$ cat config.mk
export PLATFORM = sky130hd
export DESIGN_NAME = bcd_countdown
export DESIGN_NICKNAME = d
export VERILOG_FILES = /design/src/rtl/bcd_pkg.sv /design/src/rtl/bcd_digit_dec.sv /design/src/rtl/bcd_countdown.sv
export SDC_FILE = /design/constraint.sdc
export NUM_CORES = 1
export LEC_CHECK = 0
export CORE_MARGIN = 10
export CORE_UTILIZATION = 49
export DETAILED_ROUTE_END_ITERATION = 16
export GPL_TIMING_DRIVEN = 0
export PLACE_DENSITY = 0.8
export SLEW_MARGIN = 10
export SYNTH_ARGS = -nofsm -noshare
export SYNTH_HDL_FRONTEND = slang
export SYNTH_HIERARCHICAL = 1
export SYNTH_SLANG_ARGS = --single-unit
$ cat constraint.sdc
create_clock -name clk -period 3.3 [get_ports clk]
set_input_delay 0.66 -clock clk [delete_from_list [all_inputs] [get_ports clk]]
set_output_delay 0.66 -clock clk [all_outputs]
set_load 0.1 [all_outputs]
$ cat src/rtl/bcd_pkg.sv
// Shared constants and FSM state type for the BCD countdown timer.
package bcd_pkg;
  localparam int         BCD_DIGIT_W = 4;
  localparam logic [3:0] BCD_NINE    = 4'd9;
  localparam logic [3:0] BCD_ZERO    = 4'd0;

  typedef enum logic [1:0] {
    IDLE  = 2'd0,
    RUN   = 2'd1,
    PAUSE = 2'd2,
    DONE  = 2'd3
  } state_t;
endpackage

$ cat src/rtl/bcd_digit_dec.sv
// Single BCD digit: borrow-chained decrement of the live count digit, plus the
// >9 clamp applied to the matching preset digit on load.
module bcd_digit_dec
  import bcd_pkg::*;
(
  input  logic [BCD_DIGIT_W-1:0] digit_in,
  input  logic                   borrow_in,
  output logic [BCD_DIGIT_W-1:0] digit_out,
  output logic                   borrow_out,
  input  logic [BCD_DIGIT_W-1:0] ld_in,
  output logic [BCD_DIGIT_W-1:0] ld_out,
  output logic                   ld_over
);
  always_comb begin
    ld_over    = (ld_in > BCD_NINE);
    ld_out     = ld_over ? BCD_NINE : ld_in;
    digit_out  = digit_in;
    borrow_out = 1'b0;
    if (borrow_in) begin
      if (digit_in == BCD_ZERO) begin
        digit_out  = BCD_NINE;
        borrow_out = 1'b1;
      end else begin
        digit_out  = digit_in - 4'd1;
      end
    end
  end
endmodule

$ cat src/rtl/bcd_countdown.sv
// N-digit BCD countdown timer with load/start/pause control and done pulse.
// Optional auto-reload on reaching zero: define BCD_COUNTDOWN_AUTO_RELOAD_EN.
module bcd_countdown
  import bcd_pkg::*;
#(
  parameter int DIGITS    = 3,
  parameter int TICK_SYNC = 1
) (
  input  logic                          clk,
  input  logic                          rst_n,
  input  logic                          load,
  input  logic [BCD_DIGIT_W*DIGITS-1:0] load_val,
  input  logic                          start,
  input  logic                          pause,
  input  logic                          tick,
  output logic [BCD_DIGIT_W*DIGITS-1:0] count,
  output logic                          running,
  output logic                          zero,
  output logic                          done,
  output logic                          invalid
);
  localparam int CW = BCD_DIGIT_W * DIGITS;

  state_t          r_state, w_nxt_state;
  logic [CW-1:0]   r_count, w_nxt_count, w_dec, w_ld_clean;
  logic [DIGITS:0] w_borrow;
  logic [DIGITS-1:0] w_ld_over;
  logic            r_done, w_nxt_done;
  logic            r_invalid, w_nxt_invalid;
  logic            w_tick_q, w_zero;

  assign w_borrow[0] = 1'b1;

  for (genvar g = 0; g < DIGITS; g++) begin : g_digit
    bcd_digit_dec u_dig (
      .digit_in  (r_count[g*BCD_DIGIT_W +: BCD_DIGIT_W]),
      .borrow_in (w_borrow[g]),
      .digit_out (w_dec[g*BCD_DIGIT_W +: BCD_DIGIT_W]),
      .borrow_out(w_borrow[g+1]),
      .ld_in     (load_val[g*BCD_DIGIT_W +: BCD_DIGIT_W]),
      .ld_out    (w_ld_clean[g*BCD_DIGIT_W +: BCD_DIGIT_W]),
      .ld_over   (w_ld_over[g])
    );
  end

  // Level tick: registered rising-edge strobe, one cycle later than a raw strobe.
  if (TICK_SYNC != 0) begin : g_tsync
    logic r_tick_d, r_tick_p;
    always_ff @(posedge clk or negedge rst_n) begin
      if (!rst_n) begin
        r_tick_d <= 1'b0;
        r_tick_p <= 1'b0;
      end else begin
        r_tick_d <= tick;
        r_tick_p <= tick & ~r_tick_d;
      end
    end
    assign w_tick_q = r_tick_p;
  end else begin : g_tdirect
    assign w_tick_q = tick;
  end

`ifdef BCD_COUNTDOWN_AUTO_RELOAD_EN
  logic [CW-1:0] r_reload;
  always_ff @(posedge clk or negedge rst_n) begin
    if (!rst_n)    r_reload <= '0;
    else if (load) r_reload <= w_ld_clean;
  end
`endif

  assign w_zero = (r_count == '0);

  always_comb begin
    w_nxt_state   = r_state;
    w_nxt_count   = r_count;
    w_nxt_done    = 1'b0;
    w_nxt_invalid = r_invalid;
    if (load) begin
      w_nxt_state   = IDLE;
      w_nxt_count   = w_ld_clean;
      w_nxt_invalid = |w_ld_over;
    end else begin
      case (r_state)
        IDLE: begin
          if (!pause && start) begin
            if (w_zero) begin
              w_nxt_state = DONE;
              w_nxt_done  = 1'b1;
            end else begin
              w_nxt_state = RUN;
            end
          end
        end
        RUN: begin
          if (pause) w_nxt_state = PAUSE;
`ifdef BCD_COUNTDOWN_AUTO_RELOAD_EN
          // Zero in RUN only follows a reload-armed expiry: restart from the preset.
          else if (w_zero) w_nxt_count = r_reload;
`endif
          else if (!start && w_tick_q && !w_borrow[DIGITS]) begin
            w_nxt_count = w_dec;
            if (w_dec == '0) begin
              w_nxt_done = 1'b1;
`ifdef BCD_COUNTDOWN_AUTO_RELOAD_EN
              if (r_reload == '0) w_nxt_state = DONE;
`else
              w_nxt_state = DONE;
`endif
            end
          end
        end
        PAUSE: begin
          if (!pause && start) w_nxt_state = RUN;
        end
        DONE: begin
          if (!pause && start) w_nxt_done = 1'b1;
        end
        default: w_nxt_state = IDLE;
      endcase
    end
  end

  always_ff @(posedge clk or negedge rst_n) begin
    if (!rst_n) begin
      r_state   <= IDLE;
      r_count   <= '0;
      r_done    <= 1'b0;
      r_invalid <= 1'b0;
    end else begin
      r_state   <= w_nxt_state;
      r_count   <= w_nxt_count;
      r_done    <= w_nxt_done;
      r_invalid <= w_nxt_invalid;
    end
  end

  assign count   = r_count;
  assign zero    = w_zero;
  assign done    = r_done;
  assign invalid = r_invalid;
  assign running = (r_state == RUN);
endmodule

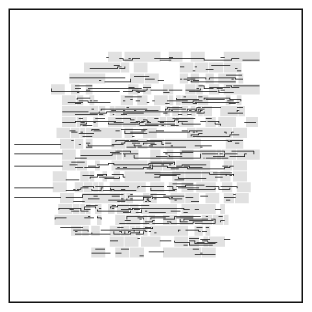
Figure 1: run 1, met1 routing.
Scale: 4 px per um. Cells faint in the background.
nets with wire on the layer: 179
wire length on this layer: 1390 um
longest straight run: 23.5 um
main direction: horizontal
share of all routed wire: 41%
met1 usage: 14.7%
routed wire length: 3350 um
vias post-DR: 1184

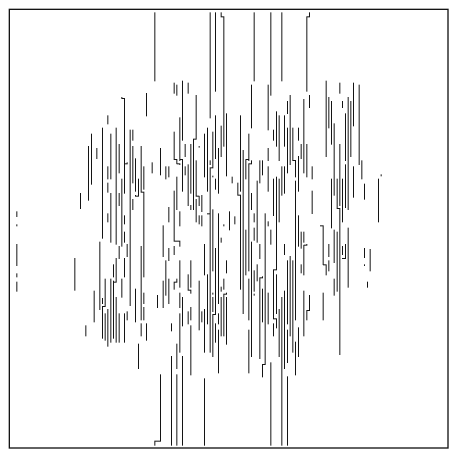
Figure 2: run 1, M2 wires.
Scale: 6 px per um.
nets with wire on the layer: 178
main direction: vertical
GR Util met2: 22.9%

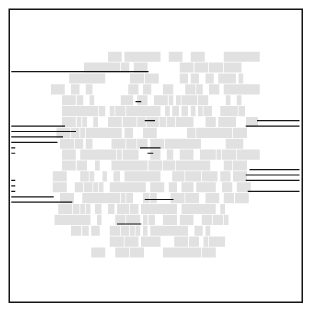
Figure 3: run 1, signal wires on met3.
Scale: 4 px per um. Cells faint in the background.
nets with wire on the layer: 21
wire length on this layer: 212 um
share of all routed wire: 6.3%
main direction: horizontal
met3 global-route usage: 4.76%

==> results_dict.tcl, run 1 <==
# metrics dict for downstream scripts
set metrics [dict create \
    p_seq_uw 271 \
    hold_viol 0 \
    final-setup-viol-count 0 \
    io_buffers 33 \
    rows 19 \
    lay_top_count "clkdlybuf4s50_1" \
    htree_num_levels 1 \
    report.final.slew_viol_count 0 \
    place_worst_setup_slack_ns -0.0931 \
    n_antenna_cell 0 \
    hold_depth 1 \
    path_cells "or4_1 > nor3_4 > dlygate4sd2_1" \
    whs_ns 0.396 \
    comb_cell_power_uw 287 \
    post_cts_resized 4 \
    drt_iter0_drc 40 \
    grtUsageTotal_pct 13.4 \
    worstSetupEndpoint "zero" \
    power_frac_seq_pct 39.9 \
    rrSetupSlack_ns 0.19 \
    die-area_um2 5310 \
    cp.arrival_ns 2.48 \
    final.period_utilization_pct 95.2 \
    synth_warnings 6 \
    grt.busiest_layer "met2" \
    async_reset_ff_share_pct 100 \
    crit_start "count[6]$_DFFE_PN0P_" \
    clock_path_buffers 2 \
    synth.logic.top_family "simple AND/OR/NAND/NOR gates" \
    cp.required_ns 2.64 \
    tightest_slew_ns 0.989 \
    crit_slowest_cell "dlygate4sd2_1" \
    critical-path-max-stage-delay_ns 0.87 \
    combPwrFrac_pct 42.3 \
    leakage_uw 0.000804 \
    reg2reg_from "count[0]$_DFFE_PN0P_" \
    postCtsSetupRepairBufs 0 \
    flop_cell "dfrtp_1" \
    edf_count 0 \
    numSynthFlops 18 \
    cp.depth 3 \
    swShare_pct 43.7 \
    relSlewSlack_pct 33.8 \
    die_w_um 72.9 \
    netlist_instances 146 \
    stdcell_count 217 \
    avgSynthCellArea_um2 9.38 \
    wl_per_cell_um 15.4 \
    die_y_um 72.9 \
    setup_ws_ns 0.158 \
    grt_max_degree 19 \
    pwr-share-clk_pct 17.8 \
    clockRootBuffer "clkbuf_4" \
    power-top-group "combinational logic" \
    grt_pass1_wl_um 5630 \
    worstHoldStart "g_tsync.r_tick_d$_DFF_PN0_" \
    syn_to_final_growth_pct 31.9 \
    largest_register_ffs 12 \
    grt.overflow.total 0 \
    synth_adder_area_share_pct 3.65 \
    yosys-stat-cells 146 \
    lay_top_cells "clkdlybuf4s50_1, mux2i_1, dfrtp_1" \
    synth-xor-area-share_pct 3.84 \
    yosysSeqAreaShare_pct 32.9 \
    fillers 247 \
    rsz0062_at_grt "no" \
    cp_max_fo 7 \
    path_class "register to output pin" \
    p_sw_uw 297 \
    hold_class "register to register" \
    gp_congestion 0.753 \
    final_area_um2 1810 \
    power_density_nw_per_um2 376 \
    viasPerCell 5.46 \
    critPathBufInv 1 \
    grt_pass1_vias 1223 \
    timing.rr.end "r_state[1]$_DFFE_PN0P_" \
    drive_gt1_share_pct 12.9 \
    clock_skew_ns 0.00140 \
    ys_area_um2 1370 \
    cts_buffers 3 \
    hpwl_um 2730 \
    p_int_uw 383 \
    synthMuxAreaShare_pct 15.0 \
    tool_warnings 29 \
    path_delay_family "buffers and inverters" \
    synth_cell_types 32 \
    final_util_pct 66.7 \
    synth.cellmix.compoundShare_pct 10.9 \
    cts_tree "yes" \
    cp-end-kind "output pin" \
    drt-pass1-iter-count 4 \
    cts_hold_buffers 0 \
    reg2reg_depth 10 \
    drv_cap 0 \
    antenna_found_initial 0 \
    dp_cells 213 \
    fin_crit_ns 3.14 \
    status "completed" \
    fmax_mhz 318 \
    ant_nets 0 \
    core_um2 2710 \
    fp_util_pct 50.6 \
    ys_sh_simple_pct 30.1 \
    insertion_delay_ns 0.31 \
    place_area_um2 1760 \
]
run 1: metrics by stage:
step                TNS, ns  power [uW]
floorplan                 0         473
global placement    -0.0611         552
detailed placement   -0.101         559
CTS                       0         683
global route              0         718
finish                    0         679
run 1: layout make-up:
type | instances | area [um^2] | area share (%)
timing repair buffer | 33 | 329 | 18.2
tap | 31 | 38.8 | 2.15
buffer | 7 | 27.5 | 1.52
clock buffer | 4 | 26.3 | 1.45
inverter | 5 | 18.8 | 1.04
multi-input combinational | 119 | 912 | 50.5
sequential | 18 | 454 | 25.1
run 1: logic make-up after synthesis:
logic type	after synthesis
AOI/OAI and AO/OA	25
xor gates and xnor gates	6
adders and majority gates	4
buffers and inverters	12
DFF	18
muxes	20
other	1
and+or+nand+nor	60
run 1: synth_stat cells, drive strengths merged, types with 3 or more instances:
cell,instances,area share (%)
mux2i,16,12
clkbuf,6,1.6
and2b,3,1.6
a21oi,3,1.1
or4,3,2.2
nor4b,3,5.2
nor4,4,2.3
xor2,6,3.8
nor3b,5,2.7
o21a,4,2.2
o21bai,4,2.2
or2,3,1.4
mux2,4,3.3
ha,4,3.7
dfrtp,18,33
nor2,3,0.82
nand2,14,3.8
inv,5,1.4
nor2b,15,6.8
o21ai,12,4.4
run 1: metal layers:
layer	up-vias	share of wire [%]
met5	-	0
met4	0	1.5
met3	5	6.3
met2	25	51
met1	567	41
li1	587	-
run 1: worst reg2reg max path: stages, from the launching register on:
cell      delay, ns
dfrtp_2        0.48
nor4b_4        0.33
nor2b_4        0.23
nor4b_4        0.26
nor2b_4        0.25
nor3b_1        0.22
mux2_2         0.39
nor4_2         0.25
nand4_1        0.14
a21boi_1       0.26
mux2i_1        0.21
==> run 2, diff against run 1 <==
--- a/config.mk
+++ b/config.mk
@@ -9,6 +9,7 @@
 export CORE_UTILIZATION = 49
 export DETAILED_ROUTE_END_ITERATION = 16
 export GPL_TIMING_DRIVEN = 0
+export HOLD_SLACK_MARGIN = 0.06
 export PLACE_DENSITY = 0.8
 export SLEW_MARGIN = 10
 export SYNTH_ARGS = -nofsm -noshare
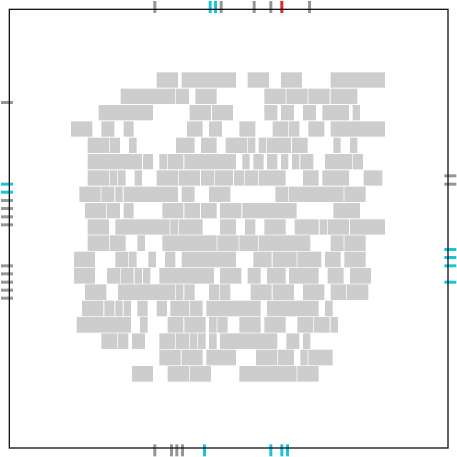
Figure 4: run 2, pin placement.
Scale: 6 px per um. Pins as bars across the die edge, other pins in grey.
legend:
  `rst_n`:
    colour: red
    pins: 1
    direction: input
    edge: top
  `count`:
    colour: cyan
    pins: 12
    direction: output
    edge: 4 bottom, 4 right, 2 left, 2 top
all pins by edge: 12 left, 8 bottom, 8 top, 6 right
IO buf count: 33
die y size: 72.9 um
Die Wd: 72.9 um

==> run 2 against run 1 <==
Compared with the run above:
- combinational power about the same
- setup slack unchanged
- flip-flop count unchanged
- critical path type unchanged
- first-iteration DRC count unchanged
- synthesized area unchanged
- synthesized cell count unchanged
- sequential power about the same
- final cell count unchanged
==> results_dict.tcl, run 2 <==
# metrics dict for downstream scripts
set metrics [dict create \
    synth_top_cell_by_count "dfrtp_1" \
    drive_gt1_share_pct 12.9 \
    ant_nets 0 \
    hold_class "register to register" \
    combPwrFrac_pct 42.3 \
    hold_viol 0 \
    worstSetupEndpoint "zero" \
    edf_count 0 \
    crit_start "count[6]$_DFFE_PN0P_" \
    cp.depth 3 \
    place_area_um2 1760 \
    lay_top_count "clkdlybuf4s50_1" \
    die-area_um2 5310 \
    lay_top_cells "clkdlybuf4s50_1, mux2i_1, dfrtp_1" \
    fmax_mhz 318 \
    cp.required_ns 2.64 \
    place_worst_setup_slack_ns -0.0931 \
    dp_cells 213 \
    critPathBufInv 1 \
    buffers 40 \
    avgSynthCellArea_um2 9.38 \
    synth.logic.top_family "simple AND/OR/NAND/NOR gates" \
    largest_register_ffs 12 \
    core_um2 2710 \
    drt-pass1-iter-count 4 \
    p_sw_uw 297 \
    setup_ws_ns 0.158 \
    vias 1184 \
    top_area_share_pct 32.9 \
    viasPerCell 5.46 \
    synth_cell_types 32 \
    cts_tree "yes" \
    sh_seq_area_pct 25.1 \
    fp_util_pct 50.6 \
    path_delay_family "buffers and inverters" \
    postCtsSetupRepairBufs 0 \
    grt.overflow.total 0 \
    p_seq_uw 271 \
    synth_warnings 6 \
    antenna_found_initial 0 \
    multiInputCombCellCount 119 \
    critical-path-max-stage-delay_ns 0.87 \
    hpwl_um 2730 \
    grt_pass1_wl_um 5630 \
    power_frac_seq_pct 39.9 \
    top_cells_by_count "dfrtp_1, mux2i_1, nor2b_1" \
    stdcell_count 217 \
    synthMuxAreaShare_pct 15.0 \
    drt-total-wl_um 3350 \
    tool_warnings 29 \
    power_density_nw_per_um2 376 \
    cp-end-kind "output pin" \
    status "completed" \
    num-nonclk-inverters 5 \
    drv_cap 0 \
    comb_area_um2 912 \
    synth.cellmix.compoundShare_pct 10.9 \
    final_area_um2 1810 \
    drt_iter0_drc 40 \
    synth-xor-area-share_pct 3.84 \
    whs_ns 0.396 \
    ys_sh_simple_pct 30.1 \
    layout.nonclk_buf_share_pct 19.7 \
    yosys-stat-cells 146 \
    nWellTaps 31 \
    clock_buffers 4 \
    gp_congestion 0.753 \
    grt_pass1_vias 1223 \
    crit_slowest_cell "dlygate4sd2_1" \
    yosysSeqAreaShare_pct 32.9 \
    async_reset_ff_share_pct 100 \
    cts_buffers 3 \
    largestClassByArea "combinational gates" \
    clock_path_buffers 2 \
    cp_max_fo 7 \
    power.total_uw 679 \
    comb_cell_power_uw 287 \
    syn_to_final_growth_pct 31.9 \
    rsz0062_at_grt "no" \
    tightest_slew_ns 0.989 \
    finalSetupTns_ns 0 \
    fillers 247 \
    swShare_pct 43.7 \
    rrSetupSlack_ns 0.19 \
    insertion_delay_ns 0.31 \
    reg2reg_depth 10 \
]
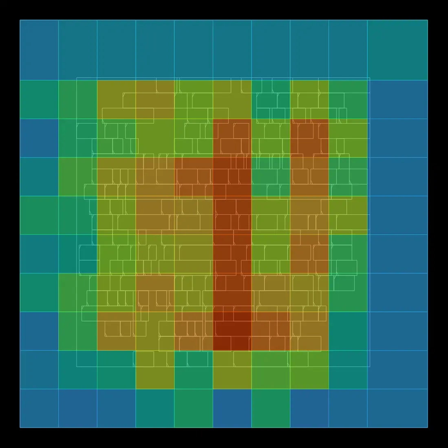
Figure 5: run 2, routing congestion.
post-layout util: 66.7%
gr busiest metal: met2
GRT Total Usage: 13.4%

==> run 2: how the worst min path moves through the flow <==
stage | from | end | slack [ns] | cells after the start
after floorplan | rst_n | count[0]$_DFFE_PN0P_ | 0.36 | 0
after global placement | g_tsync.r_tick_d$_DFF_PN0_ | g_tsync.r_tick_p$_DFF_PN0_ | 0.38 | 1
after detailed placement | g_tsync.r_tick_d$_DFF_PN0_ | g_tsync.r_tick_p$_DFF_PN0_ | 0.38 | 1
after CTS | g_tsync.r_tick_d$_DFF_PN0_ | g_tsync.r_tick_p$_DFF_PN0_ | 0.40 | 1
after global routing | g_tsync.r_tick_d$_DFF_PN0_ | g_tsync.r_tick_p$_DFF_PN0_ | 0.42 | 1
final | g_tsync.r_tick_d$_DFF_PN0_ | g_tsync.r_tick_p$_DFF_PN0_ | 0.40 | 1
==> run 2: metal layers <==
| layer | track usage, % | vias to the layer above | part of all wire (%) |
|---|---|---|---|
| li1 | - | 587 | - |
| met1 | 14.7 | 567 | 41 |
| met2 | 22.9 | 25 | 51 |
| met3 | 4.76 | 5 | 6.3 |
| met4 | 5.06 | 0 | 1.5 |
| met5 | 0 | - | 0 |
==> run 2: kinds of logic (layout without fill, tap and decap cells) <==
| family | Yosys count | after routing |
|---|---|---|
| xor+xnor | 6 | 6 |
| simple gates | 60 | 60 |
| mux | 20 | 20 |
| buf+inv | 12 | 49 |
| flops | 18 | 18 |
| fa+ha+maj | 4 | 4 |
| other cells | 1 | 4 |
| compound gates | 25 | 25 |
==> run 2: worst register-to-register path: cells and delay by family (launching register included) <==
kind / cells / cell delay [ns]
flip-flops: 1 / 0.48
multiplexers: 2 / 0.60
AND-OR/OR-AND: 1 / 0.26
AND/OR/NAND/NOR: 7 / 1.68
==> run 3, diff against run 2 <==
--- a/config.mk
+++ b/config.mk
@@ -5,8 +5,9 @@
 export SDC_FILE = /design/constraint.sdc
 export NUM_CORES = 1
 export LEC_CHECK = 0
+export ABC_AREA = 1
 export CORE_MARGIN = 10
-export CORE_UTILIZATION = 49
+export CORE_UTILIZATION = 50
 export DETAILED_ROUTE_END_ITERATION = 16
 export GPL_TIMING_DRIVEN = 0
 export HOLD_SLACK_MARGIN = 0.06
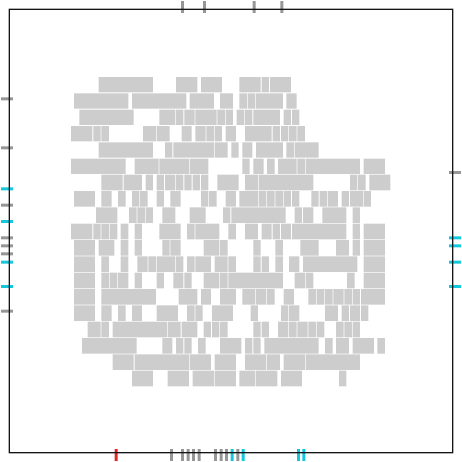
Figure 6: run 3, pin placement.
Scale: 6 px per um. Pins as bars across the die edge, other pins in grey.
legend:
  `rst_n`:
    colour: red
    pins: 1
    direction: input
    edge: bottom
  `count`:
    colour: cyan
    pins: 12
    direction: output
    edge: 4 bottom, 4 left, 4 right
all pins by edge: 14 bottom, 11 left, 5 right, 4 top
Die Wd: 73.6 um
die y size: 73.6 um

==> run 3 against run 2 <==
Compared with the run above:
- global-route usage rose by 0.53 points
- core utilization rose by 0.62 points
- setup slack improved by 0.066 ns
- wire length rose by 4.5%
- via count rose by 16%
- clock-buffer cell count did not move
- synthesized cell count rose by 45%
- die area rose by 2.1%
- sequential share of layout area fell by 0.86 points
- combinational power rose by 61%
- flip-flop count did not move
- synthesized area rose by 5.0%
- critical path type unchanged
- largest power group unchanged
==> results_dict.tcl, run 3 <==
# metrics dict for downstream scripts
set metrics [dict create \
    rsz0062_at_grt "no" \
    fp_util_pct 52.2 \
    io_buffers 33 \
    clock_path_buffers 2 \
    pwr-share-clk_pct 16.2 \
    final-setup-viol-count 0 \
    p_sw_uw 431 \
    grt.overflow.total 0 \
    hpwl_um 2900 \
    comb_area_um2 823 \
    path_cells "or2_1 > nor2_2 > nand2_2 > inv_1 > clkdlybuf4s50_1" \
    relSlewSlack_pct 34.2 \
    ant_nets 0 \
    yosys-stat-cells 211 \
    drt-pass1-iter-count 4 \
    postCtsSetupRepairBufs 0 \
    power_density_nw_per_um2 476 \
    grt_max_degree 19 \
    avgSynthCellArea_um2 6.82 \
    cts_buffers 3 \
    area_leaders "dfrtp_1, nand2_1, inv_1, nand3_1, nor2_1" \
    worstHoldStart "g_tsync.r_tick_d$_DFF_PN0_" \
    fin_crit_ns 3.08 \
    yosys.area.top_type "dfrtp_1" \
    grtUsageTotal_pct 13.9 \
    synth-xor-area-share_pct 1.83 \
    post_cts_resized 0 \
    wl_per_cell_um 12.4 \
    comb_cell_power_uw 461 \
    power_frac_seq_pct 31.6 \
    startpoint_type "register" \
    top_cells_by_count "nand2_1, inv_1, nor2_1" \
    hold_viol 0 \
    final.period_utilization_pct 93.2 \
    reg2reg_from "count[3]$_DFFE_PN0P_" \
    lay_top_count "nand2_1" \
    drt-total-wl_um 3500 \
    clock_skew_ns 0.0123 \
    fillers 257 \
    synthMuxAreaShare_pct 0 \
    netlist_instances 211 \
    htree_num_levels 1 \
    rows 19 \
    async_reset_ff_share_pct 100 \
    p_seq_uw 279 \
    tool_warnings 29 \
    leakage_uw 0.000900 \
    tightest_slew_ns 0.984 \
    drv_cap 0 \
    grt_pass1_wl_um 6070 \
    cts_hold_buffers 0 \
    cp-end-kind "output pin" \
    finalSetupTns_ns 0 \
    cts_tree "yes" \
    die-area_um2 5420 \
    synth_area_um2 1440 \
    numSynthFlops 18 \
    ys_sh_simple_pct 42.2 \
    power.total_uw 883 \
    syn_to_final_growth_pct 29.0 \
    synth_cell_types 31 \
    gp_congestion 0.867 \
    vias 1368 \
    ys_area_um2 1440 \
    yosysSeqAreaShare_pct 31.3 \
    synth_adder_area_share_pct 3.48 \
    swShare_pct 48.8 \
    synth_warnings 6 \
    crit_start "count[1]$_DFFE_PN0P_" \
    status "completed" \
    antenna_found_initial 0 \
    clkSinkCount 18 \
    n_antenna_cell 0 \
    io_pins 34 \
    report.final.slew_viol_count 0 \
    synth.cellmix.compoundShare_pct 8.70 \
    cp_max_fo 5 \
    top_area_share_pct 31.3 \
    clkSlewWorstSetupHoldPaths_ns 0.12 \
    insertion_delay_ns 0.31 \
    critical-path-max-stage-delay_ns 1.12 \
    grt_pass1_vias 1398 \
    lay_top_cells "nand2_1, clkdlybuf4s50_1, inv_1" \
    combPwrFrac_pct 52.2 \
    synth_top_cell_by_count "nand2_1" \
    power-top-group "combinational logic" \
    cp.arrival_ns 2.42 \
    largest_register_ffs 12 \
    hold_class "register to register" \
    drt_iter0_drc 61 \
    crit_slowest_cell "clkdlybuf4s50_1" \
    p_int_uw 452 \
    nNetsFinal 274 \
    regArea_um2 450 \
    cp.required_ns 2.64 \
    flop_cell "dfrtp_1" \
    viasPerCell 4.85 \
    path_class "register to output pin" \
    fmax_mhz 325 \
    drc_errors 0 \
    clockRootBuffer "clkbuf_4" \
    drive_gt1_share_pct 13.5 \
    pg_clk_uw 143 \
    synth.logic.top_family "simple AND/OR/NAND/NOR gates" \
    vdd_drop_max_mv 0.498 \
    edf_count 0 \
    core_um2 2760 \
]
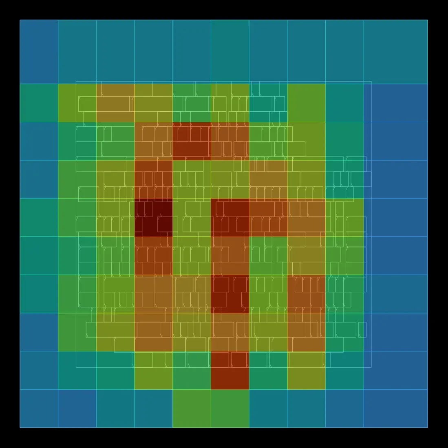
Figure 7: run 3, routing congestion.
met1 usage: 17.2%
met3 global-route usage: 3.23%
GR Util met2: 22.9%

[run 3: cell count changes after synthesis, sizes merged, moves of 4 or more]
cell	delta
nor2b	-15
nor2	+27
inv	+33
nand2	+42
nor3b	-4
mux2i	-16
nand3	+21
nor4	-4
o21ai	-7
mux2	-4
[run 3: worst max-delay path: cells and delay by family, from the launching register on]
family                 cells  cell delay (ns)
buffers and inverters      2             1.18
and+or+nand+nor            3             0.48
DFF                        1             0.44
[run 3: cell type report]
class                      count  share of cell area [%]
buffer                         5                    1.21
clock buffer                   4                    1.96
inverter                      39                    8.29
multi-input combinational    152                    44.4
sequential                    18                    24.3
tap                           31                    2.09
timing repair buffer          33                    17.8
[run 3: routing by layer]
metal / GRT usage, % / vias to the layer above / part of all wire, %
li1: - / 736 / -
met1: 17.2 / 601 / 46
met2: 22.9 / 25 / 48
met3: 3.23 / 6 / 5.2
met4: 4.97 / 0 / 1.4
met5: 0 / - / 0
[run 3: per-stage QoR]
step	area [um^2]	utilization [%]	instances	hold WS [ns]	worst slack (ns)
CTS	1860	67.3	282	0.409	0.212
floorplan	1450	-	214	0.364	0.739
detailed placement	1820	66.0	278	0.395	0.565
global route	1860	67.3	282	0.417	0.107
global placement	1820	66.0	278	0.382	0.572
finish	1860	67.3	282	0.404	0.223
[run 3: path summary, 6_finish.rpt]
| path | endpoint | slack (ns) | depth (start not counted) |
|---|---|---|---|
| max | zero | 0.22 | 5 |
| min | g_tsync.r_tick_p$_DFF_PN0_ | 0.40 | 1 |
| max reg2reg | r_state[0]$_DFFE_PN0P_ | 0.96 | 16 |
| min reg2reg | g_tsync.r_tick_p$_DFF_PN0_ | 0.40 | 1 |
| max in group asynchronous | done$_DFF_PN0_ | 1.96 | 1 |
| min in group asynchronous | invalid$_DFFE_PN0P_ | 0.81 | 1 |
Power and IR drop assume default switching activity.
